**config.mk**
```make
export PLATFORM = sky130hd
export DESIGN_NAME = seq_divider_flat
export DESIGN_NICKNAME = d
export VERILOG_FILES = /design/src/rtl/div_pkg.sv /design/src/rtl/seq_divider_if.sv /design/src/rtl/div_sub_stage.sv /design/src/rtl/seq_divider.sv /design/src/flat_wrapper.sv
export SDC_FILE = /design/constraint.sdc
export NUM_CORES = 1
export LEC_CHECK = 0
export CAP_MARGIN = 5
export CORE_MARGIN = 2
export CORE_UTILIZATION = 62
export DETAILED_ROUTE_END_ITERATION = 6
export GPL_TIMING_DRIVEN = 0
export PLACE_DENSITY = 0.87
export SYNTH_ARGS = -nofsm -noshare
export SYNTH_HDL_FRONTEND = slang
export SYNTH_SLANG_ARGS = --single-unit
```
**constraint.sdc**
```tcl
create_clock -name clk -period 22 [get_ports clk]
set_clock_uncertainty 0.15 [all_clocks]
set_input_delay 3.3 -clock clk [delete_from_list [all_inputs] [get_ports clk]]
set_output_delay 3.3 -clock clk [all_outputs]
set_load 0.02 [all_outputs]
```
**src/rtl/div_pkg.sv**
```systemverilog
// ============================================================================
// Module  : div_pkg
// Brief   : Shared widths and FSM state encoding for the sequential divider.
// Revision: 1.0
// ============================================================================
`default_nettype none

package div_pkg;

    localparam int DIV_WIDTH = 32;
    localparam int CNT_W     = $clog2(DIV_WIDTH);

    typedef enum logic [1:0] {
        IDLE = 2'd0,
        CALC = 2'd1,
        FIX  = 2'd2,
        DONE = 2'd3
    } div_state_t;

endpackage

`default_nettype wire

```
**src/rtl/seq_divider_if.sv**
```systemverilog
// ============================================================================
// Module  : seq_divider_if
// Brief   : start/busy/done handshake and operand/result bundle of the divider.
// Revision: 1.0
// ============================================================================
`default_nettype none

interface seq_divider_if
    import div_pkg::*;
#(
    parameter int WIDTH = DIV_WIDTH
);

    logic             start;
    logic             signed_op;
    logic [WIDTH-1:0] a;
    logic [WIDTH-1:0] b;
    logic             busy;
    logic             done;
    logic [WIDTH-1:0] q;
    logic [WIDTH-1:0] r;
    logic             div0;

    modport master (
        output start, signed_op, a, b,
        input  busy, done, q, r, div0
    );

    modport slave (
        input  start, signed_op, a, b,
        output busy, done, q, r, div0
    );

endinterface

`default_nettype wire

```
**src/rtl/div_sub_stage.sv**
```systemverilog
// ============================================================================
// Module  : div_sub_stage
// Brief   : Ripple full-adder subtractor x - y (inverted y, carry-in 1).
// Revision: 1.0
// ============================================================================
`default_nettype none

module div_sub_stage #(
    parameter int WIDTH = 33
) (
    input  wire logic [WIDTH-1:0] i_x,
    input  wire logic [WIDTH-1:0] i_y,
    output logic      [WIDTH-1:0] o_diff,
    output logic                  o_no_borrow
);

    logic [WIDTH:0] w_carry;

    assign w_carry[0] = 1'b1;

    for (genvar i = 0; i < WIDTH; i++) begin : g_fa
        logic w_yn;
        assign w_yn           = ~i_y[i];
        assign o_diff[i]      = i_x[i] ^ w_yn ^ w_carry[i];
        assign w_carry[i + 1] = (i_x[i] & w_yn) | (w_carry[i] & (i_x[i] ^ w_yn));
    end

    assign o_no_borrow = w_carry[WIDTH];

endmodule

`default_nettype wire

```
**src/rtl/seq_divider.sv**
```systemverilog
// ============================================================================
// Module  : seq_divider
// Brief   : Restoring shift-subtract divider, one quotient bit per clock.
// Revision: 1.0
// ============================================================================
`default_nettype none

module seq_divider
    import div_pkg::*;
#(
    parameter int WIDTH = DIV_WIDTH
) (
    input  wire logic    clk,
    input  wire logic    rst_n,
    seq_divider_if.slave bus
);

    localparam int                 c_cnt_w    = $clog2(WIDTH);
    localparam logic [c_cnt_w-1:0] c_cnt_init = c_cnt_w'(WIDTH - 1);
    localparam logic [c_cnt_w-1:0] c_cnt_one  = c_cnt_w'(1);

    div_state_t         r_state;
    div_state_t         w_state_nxt;
    logic [c_cnt_w-1:0] r_cnt;
    logic [WIDTH-1:0]   r_rem;
    logic [WIDTH-1:0]   r_dvd;
    logic [WIDTH-1:0]   r_dvs;
    logic [WIDTH-1:0]   r_q;
    logic [WIDTH-1:0]   r_r;
    logic               r_neg_q;
    logic               r_neg_r;
    logic               r_div0;

    logic [WIDTH:0]     w_partial;
    logic [WIDTH:0]     w_sub_x;
    logic [WIDTH:0]     w_sub_y;
    logic [WIDTH:0]     w_sub_diff;
    logic               w_sub_ok;
    logic [WIDTH:0]     w_neg_y;
    logic [WIDTH:0]     w_neg_diff;
    logic               w_neg_nb;
    logic [WIDTH-1:0]   w_abs_a;
    logic [WIDTH-1:0]   w_abs_b;
    logic               w_zero_div;
    logic               w_unused;

    assign w_partial  = {r_rem, r_dvd[WIDTH-1]};
    assign w_zero_div = (bus.b == '0);

    // The trial subtractor doubles as a negator: -a in IDLE, -R in FIX.
    always_comb begin
        w_sub_x = '0;
        w_sub_y = {1'b0, r_rem};
        case (r_state)
            IDLE: w_sub_y = {1'b0, bus.a};
            CALC: begin
                w_sub_x = w_partial;
                w_sub_y = {1'b0, r_dvs};
            end
            default: ;
        endcase
    end

    assign w_neg_y = (r_state == IDLE) ? {1'b0, bus.b} : {1'b0, r_dvd};

    div_sub_stage #(.WIDTH(WIDTH + 1)) u_trial (
        .i_x         (w_sub_x),
        .i_y         (w_sub_y),
        .o_diff      (w_sub_diff),
        .o_no_borrow (w_sub_ok)
    );

    div_sub_stage #(.WIDTH(WIDTH + 1)) u_neg (
        .i_x         ({(WIDTH + 1){1'b0}}),
        .i_y         (w_neg_y),
        .o_diff      (w_neg_diff),
        .o_no_borrow (w_neg_nb)
    );

    assign w_abs_a  = (bus.signed_op && bus.a[WIDTH-1]) ? w_sub_diff[WIDTH-1:0] : bus.a;
    assign w_abs_b  = (bus.signed_op && bus.b[WIDTH-1]) ? w_neg_diff[WIDTH-1:0] : bus.b;
    assign w_unused = ^{w_sub_diff[WIDTH], w_neg_diff[WIDTH], w_neg_nb};

    always_ff @(posedge clk or negedge rst_n) begin
        if (!rst_n) begin
            r_state <= IDLE;
        end else begin
            r_state <= w_state_nxt;
        end
    end

    always_comb begin
        w_state_nxt = r_state;
        case (r_state)
            IDLE:    if (bus.start) w_state_nxt = w_zero_div ? DONE : CALC;
            CALC:    if (r_cnt == '0) w_state_nxt = FIX;
            FIX:     w_state_nxt = DONE;
            DONE:    w_state_nxt = IDLE;
            default: w_state_nxt = IDLE;
        endcase
    end

    always_ff @(posedge clk or negedge rst_n) begin
        if (!rst_n) begin
            r_cnt   <= '0;
            r_rem   <= '0;
            r_dvd   <= '0;
            r_dvs   <= '0;
            r_q     <= '0;
            r_r     <= '0;
            r_neg_q <= 1'b0;
            r_neg_r <= 1'b0;
            r_div0  <= 1'b0;
        end else begin
            case (r_state)
                IDLE: begin
                    if (bus.start && w_zero_div) begin
                        r_q    <= '0;
                        r_r    <= bus.a;
                        r_div0 <= 1'b1;
                    end else if (bus.start) begin
                        r_dvd   <= w_abs_a;
                        r_dvs   <= w_abs_b;
                        r_rem   <= '0;
                        r_cnt   <= c_cnt_init;
                        r_neg_q <= bus.signed_op & (bus.a[WIDTH-1] ^ bus.b[WIDTH-1]);
                        r_neg_r <= bus.signed_op & bus.a[WIDTH-1];
                    end
                end
                CALC: begin
                    // Dividend register shifts out on the left while quotient bits enter on the right.
                    r_cnt <= r_cnt - c_cnt_one;
                    r_dvd <= {r_dvd[WIDTH-2:0], w_sub_ok};
                    r_rem <= w_sub_ok ? w_sub_diff[WIDTH-1:0] : w_partial[WIDTH-1:0];
                end
                FIX: begin
                    r_q    <= r_neg_q ? w_neg_diff[WIDTH-1:0] : r_dvd;
                    r_r    <= r_neg_r ? w_sub_diff[WIDTH-1:0] : r_rem;
                    r_div0 <= 1'b0;
                end
                default: ;
            endcase
        end
    end

    assign bus.busy = (r_state == CALC) || (r_state == FIX);
    assign bus.done = (r_state == DONE);
    assign bus.q    = r_q;
    assign bus.r    = r_r;
    assign bus.div0 = r_div0;

endmodule

`default_nettype wire

```
**src/flat_wrapper.sv**
```systemverilog
// flat-port wrapper written by rule: the top's interface ports become plain ports
module seq_divider_flat import div_pkg::*;
#(
    parameter int WIDTH = DIV_WIDTH
)
  (clk, rst_n, bus_start, bus_signed_op, bus_a, bus_b, bus_busy, bus_done, bus_q, bus_r, bus_div0);
  seq_divider_if #(.WIDTH(WIDTH)) bus_i ();
  input  wire logic clk;
  input  wire logic rst_n;
  input wire logic [$bits(bus_i.start)-1:0] bus_start;
  input wire logic [$bits(bus_i.signed_op)-1:0] bus_signed_op;
  input wire logic [$bits(bus_i.a)-1:0] bus_a;
  input wire logic [$bits(bus_i.b)-1:0] bus_b;
  output wire logic [$bits(bus_i.busy)-1:0] bus_busy;
  output wire logic [$bits(bus_i.done)-1:0] bus_done;
  output wire logic [$bits(bus_i.q)-1:0] bus_q;
  output wire logic [$bits(bus_i.r)-1:0] bus_r;
  output wire logic [$bits(bus_i.div0)-1:0] bus_div0;
  assign bus_i.start = bus_start;
  assign bus_i.signed_op = bus_signed_op;
  assign bus_i.a = bus_a;
  assign bus_i.b = bus_b;
  assign bus_busy = bus_i.busy;
  assign bus_done = bus_i.done;
  assign bus_q = bus_i.q;
  assign bus_r = bus_i.r;
  assign bus_div0 = bus_i.div0;
  seq_divider #(.WIDTH(WIDTH)) u_core (.clk(clk), .rst_n(rst_n), .bus(bus_i));
endmodule
```
==> results.txt, run 1 <==
first-pass GRT wire length - 63600 µm
Period Utilization, post-route - 0.810
proportion of register bits with asynchronous set or reset after synthesis - 1.00
post-CTS clock slew at the launch and capture registers of the worst setup and hold paths - 0.07 ns
met2 demand-to-capacity share in global routing - 0.631
total number of yosys warnings - 0
main area contributors after synthesis - sky130_fd_sc_hd__dfrtp_1 36%, sky130_fd_sc_hd__mux2i_1 11%, sky130_fd_sc_hd__nand2_1 7.0%
post-layout min period - 17.82 ns
Top Metal Used - met4
MaxCap Viol Count - 0
clock buffer and inverter area fraction after layout - 0.0405
CTS tree - yes
cell occurring most often along the worst timing path - sky130_fd_sc_hd__fa_1
slew margin rel. - 0.449
Flop pwr share - 0.228
vias in the first global route - 11674
Final non-clock buffer share - 0.137
combined area of the multi-input logic cells - 7030 µm²
DR DRC count - 3
flip-flop and latch area - 4250 µm²
distinct lib cells - 47
combinational power - 0.00185 W
floorplan net count - 1470
global-route layer with the greatest usage - met2
clock buffer instance count of the final layout - 17
average size of a mapped cell - 8.93 µm²
biggest fanout along the worst timing path - 10
hold_sp - u_core.r_dvs[9]
met2 routed wirelength - 18500 µm
Final TNS setup - 0 ns
number of hold-slack violations in the final timing report - 0
Detailed Routing Iterations Pass 1 - 7
Routed WL per cell - 23.7 µm
Static Leakage - 5.85 nW
total power divided by cell area - 197 nW/µm²
TritonCTS Buffers - 17
area post-placement - 13600 µm²
Peak supply drop - 0.0984 mV
DP Wirelength - 30400 µm
number of logic gates - 1027
cell count listed in synth_stat.txt - 1333
cts hold-fix bufs - 0
Routed met3 length - 4410 µm
top cell class by occupied area - multi-input combinational cells
Inst Count DP - 1702
clock insertion delay at the later pin of the skew report - 0.45 ns
area of the chip - 20300 µm²
inverter tally of the final layout excluding the clock network - 15
maximum single-stage delay on the critical path - 0.55 ns
fillcell total - 1362
largest net degree at the start of global routing - 117
area inside the core boundary - 18800 µm²
Die Y-Extent - 143 µm
sequential fraction of the synthesis area - 0.357
most frequent cells after synthesis - 221 x sky130_fd_sc_hd__nand2_1, 170 x sky130_fd_sc_hd__dfrtp_1, 131 x sky130_fd_sc_hd__mux2i_1
status - finished, violations left
area of all placed cells without fillers - 14100 µm²
Slew @ Worst Pin - 0.826 ns
number of flops mapped to enable cells by yosys - 0
violations in the final reports - DRC
highest attainable clock frequency - 56.1 MHz
most frequently placed logic cell in the final layout - sky130_fd_sc_hd__nand2_1
flop and latch count out of synthesis - 170
I/O pin cnt - 135
top library cells by usage in the layout, fill and taps aside - 221 x sky130_fd_sc_hd__nand2_1, 170 x sky130_fd_sc_hd__dfrtp_1, 133 x sky130_fd_sc_hd__clkdlybuf4s50_1
Synth logic family - AND-OR/OR-AND gates
CP Launch Point - bus_a[0]
Min-Delay Path Class - reg2reg
final antenna-violating net count - 0
Avg Vias per Cell - 6.92
number of diodes - 0
switching power of the nets - 0.00143 W
Flop Count - 170
Worst setup SP type - input pin
mapped cell area - 11900 µm²
simple-gate share of the synthesized area - 0.139
sequential cell power - 0.000636 W
ys flop type - sky130_fd_sc_hd__dfrtp_1
part of the total power dissipated in the clock network - 0.108
-- run 1: critical path: cells and delay by family --
| kind | cells | cell delay, ns |
|---|---|---|
| buffers and inverters | 6 | 1.46 |
| adders and majority gates | 32 | 12.06 |
| muxes | 1 | 0.16 |
| and+or+nand+nor | 3 | 0.31 |
| AOI/OAI and AO/OA | 3 | 0.69 |
-- run 1: final timing paths --
kind                               endpoint  slack [ns]
max                        u_core.r_rem[22]        4.18
min                         u_core.r_dvs[9]        0.35
max reg2reg                u_core.r_rem[22]        5.00
min reg2reg                 u_core.r_dvs[9]        0.35
max in group asynchronous  u_core.r_rem[19]       18.15
min in group asynchronous  u_core.bus.q[31]        2.62
-- run 1: cells by family after synthesis --
group / Yosys count
fa+ha+maj: 69
compound gates: 430
flops: 170
mux: 140
simple gates: 385
xor+xnor: 3
buf+inv: 136
run_1/met1.png
Drawn at 3 px/µm.
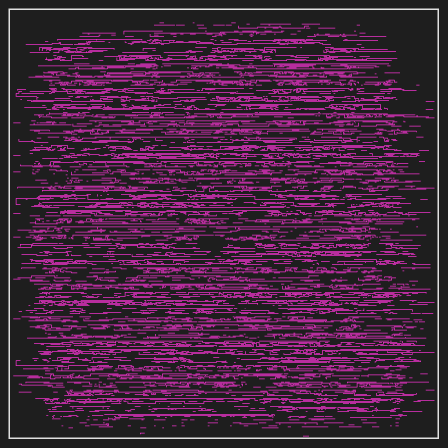
The layer carries 15600 µm of wire. 1468 nets have wire on it. The layer holds 38% of the routed length. The wires run mostly horizontal. The longest straight run is 54.7 µm.
Detailed Route WL: 41100 µm
GR Layer Usage met1: 0.536
via count: 12007

run_1/cell_classes.png
Drawn at 3 px/µm.
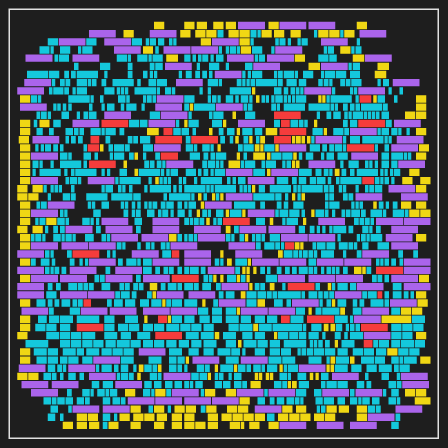
other buffers and delay cells: shown in yellow, cells 256. clock drivers and dummy loads: shown in red, cells 32. all other logic: shown in cyan, cells 1042. flip-flops: shown in purple, cells 170.
sequential cell area share: 0.301
number of rows created at floorplan: 50
Layout Utilization: 0.753

run_1/drive_strength.png
Drawn at 3 px/µm.
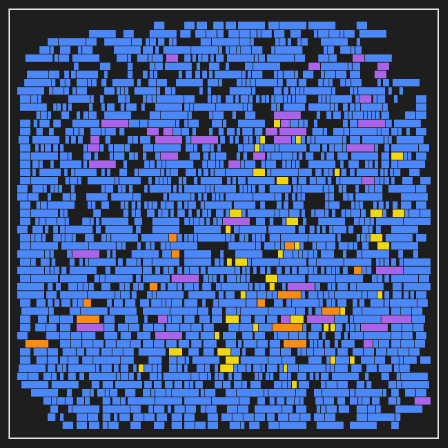
drive 1 or less: shown in blue, cells 1409. drive 6 and up: shown in purple, cells 39. drive 3 to 4: shown in orange, cells 13. drive 2: shown in yellow, cells 39.
area grow syn2layout: 18.8%
worst path setup slack after routing: 4.18 ns
count of plain and timing-repair buffers: 256

run_1/zoom.png
Region (23, 94) to (48, 119) µm. Cells in gray, sequential cells in the stronger gray; small squares are vias.
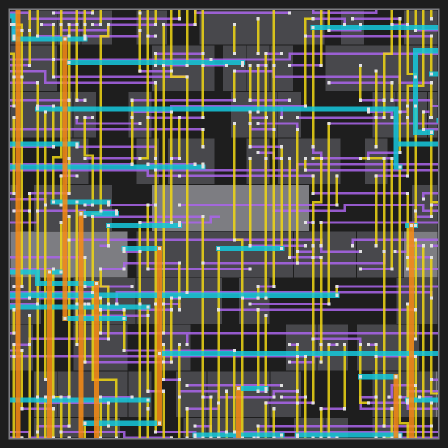
met3: shown in cyan. met4: shown in orange. met2: shown in yellow. met1: shown in purple.
Netlist names of flops here include `u_core.r_rem` (2). Most frequent: nand2_1 (13), mux2i_1 (6), nor3_1 (5). 52 logic cells have their middle in the window. Sequential cells in the window: 2.

run_1/final_congestion.png
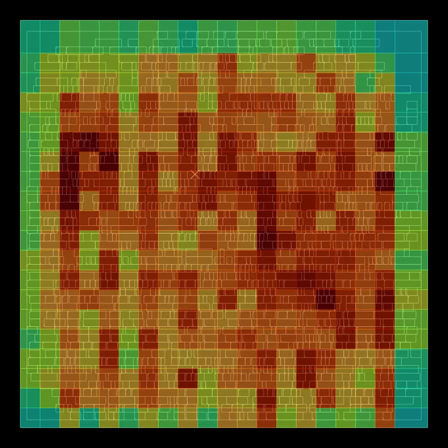

## Run 2: what changed since run 1
Settings changed: CORE_UTILIZATION 62 to 52, PLACE_DENSITY 0.87 to 0.78.
Clock period 22 ns to 15.5 ns, I/O delays scaled along.
run_2/final_congestion.png
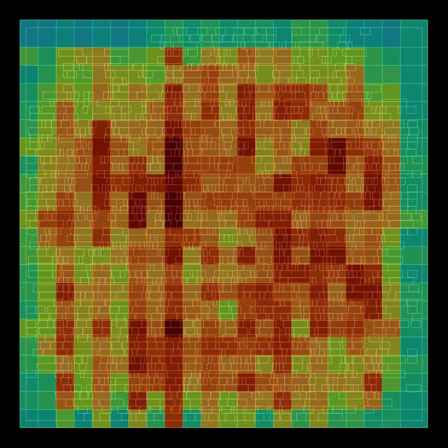
GR Layer Usage met1: 0.463
Routed WL per cell: 23.2 µm
met3 Use GR: 0.0682

run_2/drive_strength.png
Drawn at 2 px/µm.
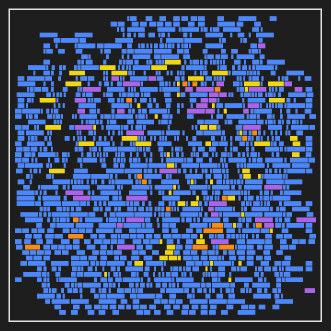
area grow syn2layout: 20.6%
worst path setup slack after routing: 0.384 ns
area of all placed cells without fillers: 14300 µm²
count of plain and timing-repair buffers: 258

==> results.txt, run 2 <==
floorplan net count - 1470
vias in the first global route - 11580
largest net degree at the start of global routing - 90
clock buffer and inverter area fraction after layout - 0.0429
Sinks on Clock Net - 170
Worst Path Buf+Inv - 4
first-pass GRT wire length - 64600 µm
required time of the worst setup path - 15.69 ns
unrepaired setup endpoints after global routing - no
Routed met3 length - 3870 µm
highest attainable clock frequency - 66.2 MHz
fillcell total - 1958
number of failing setup endpoints in the final timing report - 0
clock buffer instance count of the final layout - 18
inverter tally of the final layout excluding the clock network - 15
Slew @ Worst Pin - 0.820 ns
Flop Count - 170
area of the chip - 24100 µm²
Compound-Gate Fraction of Synth Area - 0.239
share of layout cells above drive strength 1 - 0.0819
number of pins with negative max-slew slack in the final report - 0
mapped cell area - 11900 µm²
cell count listed in synth_stat.txt - 1333
logic share of the area - 0.494
filler-free cell count of the finished design - 1787
CTS tree - yes
Peak supply drop - 0.121 mV
die span in x - 155 µm
total of cells resized after clock tree synthesis - 24
Inst Count DP - 1753
DR DRC count - 0
post-CTS setup buffers - 1
cell occurring most often along the worst timing path - sky130_fd_sc_hd__fa_2
slew margin rel. - 0.453
Min-Delay Path Class - reg2reg
number of logic gates - 1027
DP Wirelength - 30900 µm
tapcell count - 285
maximum single-stage delay on the critical path - 0.41 ns
antenna violations before repair - 0
reg-to-reg setup timing slack - 0.47 ns
met1 wire length - 16600 µm
maximum clock path buffer count - 2
flop and latch count out of synthesis - 170
Design Power - 0.00403 W
Adder-Cell Fraction of Synth Area - 0.0921
dominant cell by count in the synthesized netlist - sky130_fd_sc_hd__nand2_1
biggest fanout along the worst timing path - 5
most frequently placed logic cell in the final layout - sky130_fd_sc_hd__nand2_1
Avg Vias per Cell - 6.55
most frequent cells after synthesis - 221 x sky130_fd_sc_hd__nand2_1, 170 x sky130_fd_sc_hd__dfrtp_1, 131 x sky130_fd_sc_hd__mux2i_1
number of diodes - 0
chip area estimate from yosys synthesis - 11900 µm²
count of mapped cells out of synthesis - 1333
Largest type area fraction - 0.357
Detailed Route WL - 41500 µm
Detailed Routing Iterations Pass 1 - 6
xor+xnor area frac - 0.00221
gate family responsible for the most delay along the worst path - adder cells
placement-stage worst setup slack - -1.59 ns
final weighted congestion of routability-driven global placement - 0.954
top cell class by occupied area - multi-input combinational cells
number of hold-slack violations in the final timing report - 0
TritonCTS Buffers - 17
post-CTS clock slew at the launch and capture registers of the worst setup and hold paths - 0.07 ns
Synth logic family - AND-OR/OR-AND gates
Final TNS setup - 0 ns
flip-flop and latch area - 4250 µm²
average size of a mapped cell - 8.93 µm²
Top Metal Used - met4
biggest area consumer among synthesized cells - sky130_fd_sc_hd__dfrtp_1
Static Leakage - 5.93 nW
combined area of the multi-input logic cells - 7080 µm²
clock tree root driver cell - sky130_fd_sc_hd__clkbuf_16
Period Utilization, post-route - 0.975
distinct lib cells - 47
multiplexer area fraction after synthesis - 0.119
warning total across the stage logs - 31
total power divided by cell area - 281 nW/µm²
Final non-clock buffer share - 0.138
simple-gate share of the synthesized area - 0.139
Worst Setup End Kind - register
clock insertion delay at the later pin of the skew report - 0.46 ns
count of input and output buffers - 134
final antenna-violating net count - 0
total routing usage reported by global routing - 0.349
drt first-iter violations - 1268
arrival time of the worst setup path - 15.31 ns
cts hold-fix bufs - 0
library cell contributing the largest single delay on the critical path - sky130_fd_sc_hd__fa_1
hold_ws - 0.336 ns
post-layout min period - 15.12 ns
final global-route overflow total - 0
status - finished, final reports clean
area post-placement - 13600 µm²
floorplan utilization - 0.527
global-route layer with the greatest usage - met2
met2 routed wirelength - 18900 µm
MaxCap Viol Count - 0
top library cells by usage in the layout, fill and taps aside - 221 x sky130_fd_sc_hd__nand2_1, 170 x sky130_fd_sc_hd__dfrtp_1, 131 x sky130_fd_sc_hd__mux2i_1, 131 x sky130_fd_sc_hd__clkdlybuf4s50_1, 104 x sky130_fd_sc_hd__nor2_1
Setup CP Type - in2reg
ys flop type - sky130_fd_sc_hd__dfrtp_1
Worst setup SP type - input pin
proportion of register bits with asynchronous set or reset after synthesis - 1.00
nets@finish - 1626
H-tree depth - 4
Die Y-Extent - 155 µm
I/O pin cnt - 135
met2 demand-to-capacity share in global routing - 0.550
main area contributors after synthesis - sky130_fd_sc_hd__dfrtp_1 36%, sky130_fd_sc_hd__mux2i_1 11%, sky130_fd_sc_hd__nand2_1 7.0%
number of flops mapped to enable cells by yosys - 0
total number of yosys warnings - 0
sequential fraction of the synthesis area - 0.357
via count - 11713
run_2/cell_classes.png
Drawn at 2 px/µm.
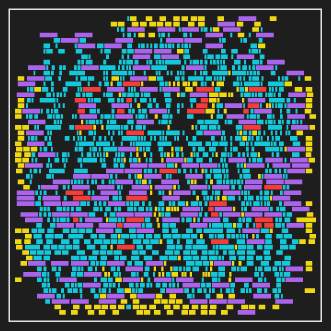
clock drivers and dummy loads: shown in red, cells 32. all other logic: shown in cyan, cells 1042. other buffers and delay cells: shown in yellow, cells 258. flip-flops: shown in purple, cells 170.
Layout Utilization: 0.636
number of rows created at floorplan: 55
area inside the core boundary: 22600 µm²
sequential cell area share: 0.297

-- run 2: cell counts after synthesis --
No cell type changed its count.
-- run 2: where the power goes --
part / internal, W / total (W) / switching [W]
logic: 0.00109 / 0.00268 / 0.00158
registers: 0.000675 / 0.000902 / 0.000227
clock network: 0.000236 / 0.000457 / 0.000221
-- run 2: path summary, 6_finish.rpt --
| check | from | end | cells past startpoint |
|---|---|---|---|
| worst max-delay path | bus_a[0] | u_core.r_rem[2] | 43 |
| worst min-delay path | u_core.r_dvs[2] | u_core.r_dvs[2] | 2 |
| worst max register to register | u_core.r_state[1] | u_core.r_rem[2] | 45 |
| worst min register to register | u_core.r_dvs[2] | u_core.r_dvs[2] | 2 |
| max in group asynchronous | rst_n | u_core.bus.r[17] | 2 |
| min in group asynchronous | rst_n | u_core.bus.q[28] | 1 |
run_2/met1.png
Drawn at 3 px/µm.
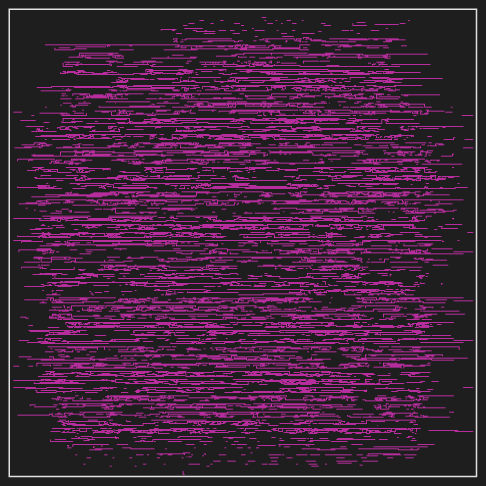

## Run 3: what changed since run 2
Settings changed: GPL_ROUTABILITY_DRIVEN set to 0.
run_3/met1.png
Drawn at 3 px/µm.
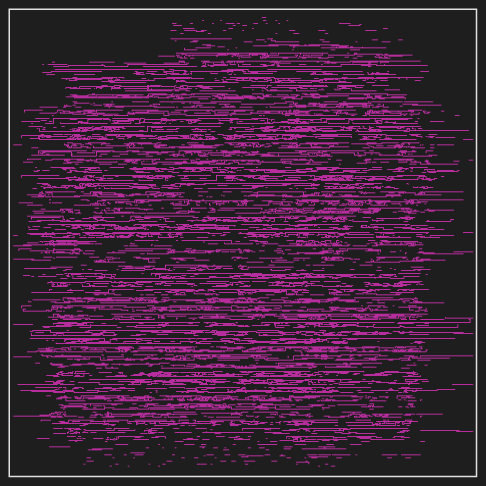
GR Layer Usage met1: 0.459
Detailed Route WL: 41200 µm
via count: 11888

run_3/zoom.png
Region (26, 104) to (51, 129) µm. Cells in gray, sequential cells in the stronger gray; small squares are vias.
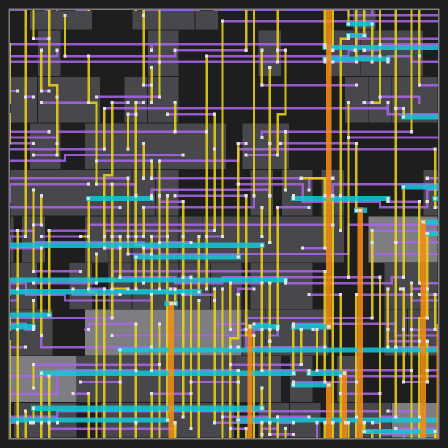
met3: shown in cyan. met2: shown in yellow. met4: shown in orange. met1: shown in purple.
49 logic cells have their middle in the window. Most frequent: nand2_1 (13), a21oi_1 (5). Netlist names of flops here include `u_core.r_rem` (1). Sequential cells in the window: 1.

run_3/final_congestion.png
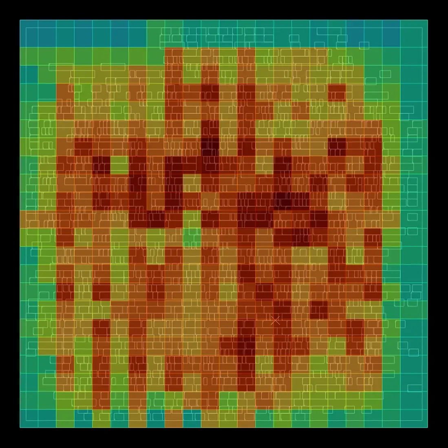
met3 Use GR: 0.0669
Routed WL per cell: 23.1 µm
Layout Utilization: 0.634

==> results.txt, run 3 <==
tapcell count - 285
total routing usage reported by global routing - 0.343
average size of a mapped cell - 8.93 µm²
count of plain and timing-repair buffers - 257
count of mapped cells out of synthesis - 1333
CP Launch Point - bus_a[0]
post-CTS setup buffers - 1
biggest fanout along the worst timing path - 5
Worst Setup End Kind - register
fillcell total - 1872
Worst setup SP type - input pin
share of layout cells above drive strength 1 - 0.0779
inverter tally of the final layout excluding the clock network - 15
Avg Vias per Cell - 6.66
first-pass GRT wire length - 64100 µm
Slew @ Worst Pin - 0.864 ns
total power divided by cell area - 280 nW/µm²
unrepaired setup endpoints after global routing - no
met1 wire length - 16000 µm
antenna violations before repair - 0
area inside the core boundary - 22600 µm²
hold_ws - 0.346 ns
reg-to-reg setup timing slack - 0.32 ns
cell occurring most often along the worst timing path - sky130_fd_sc_hd__fa_1
floorplan utilization - 0.527
MaxCap Viol Count - 0
clock tree root driver cell - sky130_fd_sc_hd__clkbuf_16
die span in x - 155 µm
proportion of register bits with asynchronous set or reset after synthesis - 1.00
met2 routed wirelength - 18300 µm
Min-Delay Path Class - reg2reg
Top Metal Used - met4
Die Y-Extent - 155 µm
CTS tree - yes
Reg2Reg Capture Point - u_core.r_rem[1]
Period Utilization, post-route - 0.985
number of logic gates - 1027
maximum clock path buffer count - 2
worst path setup slack after routing - 0.233 ns
endpoint of the worst hold path - u_core.r_dvs[4]
area grow syn2layout - 20.3%
cts hold-fix bufs - 0
library cell contributing the largest single delay on the critical path - sky130_fd_sc_hd__fa_1
count of input and output buffers - 134
top library cells by usage in the layout, fill and taps aside - 221 x sky130_fd_sc_hd__nand2_1, 170 x sky130_fd_sc_hd__dfrtp_1, 131 x sky130_fd_sc_hd__mux2i_1, 131 x sky130_fd_sc_hd__clkdlybuf4s50_1, 104 x sky130_fd_sc_hd__nor2_1
area post-placement - 13600 µm²
final global-route overflow total - 0
biggest area consumer among synthesized cells - sky130_fd_sc_hd__dfrtp_1
required time of the worst setup path - 15.69 ns
DP Wirelength - 30300 µm
clock buffer and inverter area fraction after layout - 0.0420
combined area of the multi-input logic cells - 7070 µm²
violations in the final reports - DRC
total of cells resized after clock tree synthesis - 22
most frequent cells after synthesis - 221 x sky130_fd_sc_hd__nand2_1, 170 x sky130_fd_sc_hd__dfrtp_1, 131 x sky130_fd_sc_hd__mux2i_1
Final TNS setup - 0 ns
I/O pin cnt - 135
mapped cell area - 11900 µm²
placement-stage worst setup slack - -1.40 ns
area of all placed cells without fillers - 14300 µm²
clock buffer instance count of the final layout - 17
number of hold-slack violations in the final timing report - 0
Largest type area fraction - 0.357
dominant cell by count in the synthesized netlist - sky130_fd_sc_hd__nand2_1
Detailed Routing Iterations Pass 1 - 7
met2 demand-to-capacity share in global routing - 0.526
slew margin rel. - 0.424
main area contributors after synthesis - sky130_fd_sc_hd__dfrtp_1 36%, sky130_fd_sc_hd__mux2i_1 11%, sky130_fd_sc_hd__nand2_1 7.0%
sequential cell area share - 0.297
maximum single-stage delay on the critical path - 0.41 ns
clock insertion delay at the later pin of the skew report - 0.46 ns
Inst Count DP - 1753
Flop Count - 170
status - finished, violations left
Static Leakage - 5.91 nW
path depth of the worst reg2reg path - 45
source of the worst register-to-register timing path - u_core.r_state[1]
post-CTS clock slew at the launch and capture registers of the worst setup and hold paths - 0.07 ns
vias in the first global route - 11640
logic share of the area - 0.494
most frequently placed logic cell in the final layout - sky130_fd_sc_hd__nand2_1
chip area estimate from yosys synthesis - 11900 µm²
post-layout min period - 15.27 ns
largest net degree at the start of global routing - 101
Design Power - 0.00401 W
cell count listed in synth_stat.txt - 1333
hold_sp - u_core.r_dvs[4]
number of flops mapped to enable cells by yosys - 0
end point of the critical path - u_core.r_rem[1]
number of pins with negative max-slew slack in the final report - 0
drt first-iter violations - 1402
Setup CP Type - in2reg
arrival time of the worst setup path - 15.46 ns
flop and latch count out of synthesis - 170
number of diodes - 0
area of the chip - 24100 µm²
sequential fraction of the synthesis area - 0.357
flip-flop and latch area - 4250 µm²
cell count of the worst hold path - 2
number of failing setup endpoints in the final timing report - 0
floorplan net count - 1470
filler-free cell count of the finished design - 1786
TritonCTS Buffers - 17
DR DRC count - 2
warning total across the stage logs - 33
Peak supply drop - 0.119 mV
top cell class by occupied area - multi-input combinational cells
Sinks on Clock Net - 170
H-tree depth - 4
Routed met3 length - 4430 µm
number of rows created at floorplan - 55
highest attainable clock frequency - 65.5 MHz
final antenna-violating net count - 0
nets@finish - 1625
distinct lib cells - 47
total number of yosys warnings - 0
ys flop type - sky130_fd_sc_hd__dfrtp_1
global-route layer with the greatest usage - met2
Final non-clock buffer share - 0.138
## run 3: critical path: cells and delay by family
| family | cells | cell delay, ns |
|---|---|---|
| adders and majority gates | 32 | 11.37 |
| muxes | 2 | 0.51 |
| buffers and inverters | 4 | 0.50 |
| AOI/OAI and AO/OA | 2 | 0.43 |
| and+or+nand+nor | 3 | 0.31 |
## run 3: cells by family after synthesis
group                      synth area share
muxes                                 0.119
and+or+nand+nor                       0.139
AOI/OAI and AO/OA                     0.239
xor gates and xnor gates            0.00221
adders and majority gates            0.0921
buffers and inverters                0.0518
DFF                                   0.357
## run 3: power breakdown
part           total (W)  switching, W  internal, W  leakage (nW)
Combinational    0.00266       0.00158      0.00108          3.60
Sequential      0.000898      0.000223     0.000675          2.02
Clock           0.000450      0.000219     0.000231         0.298
Total            0.00401       0.00202      0.00199          5.91
No activity file was given, so power comes from the tool's default toggle rates.
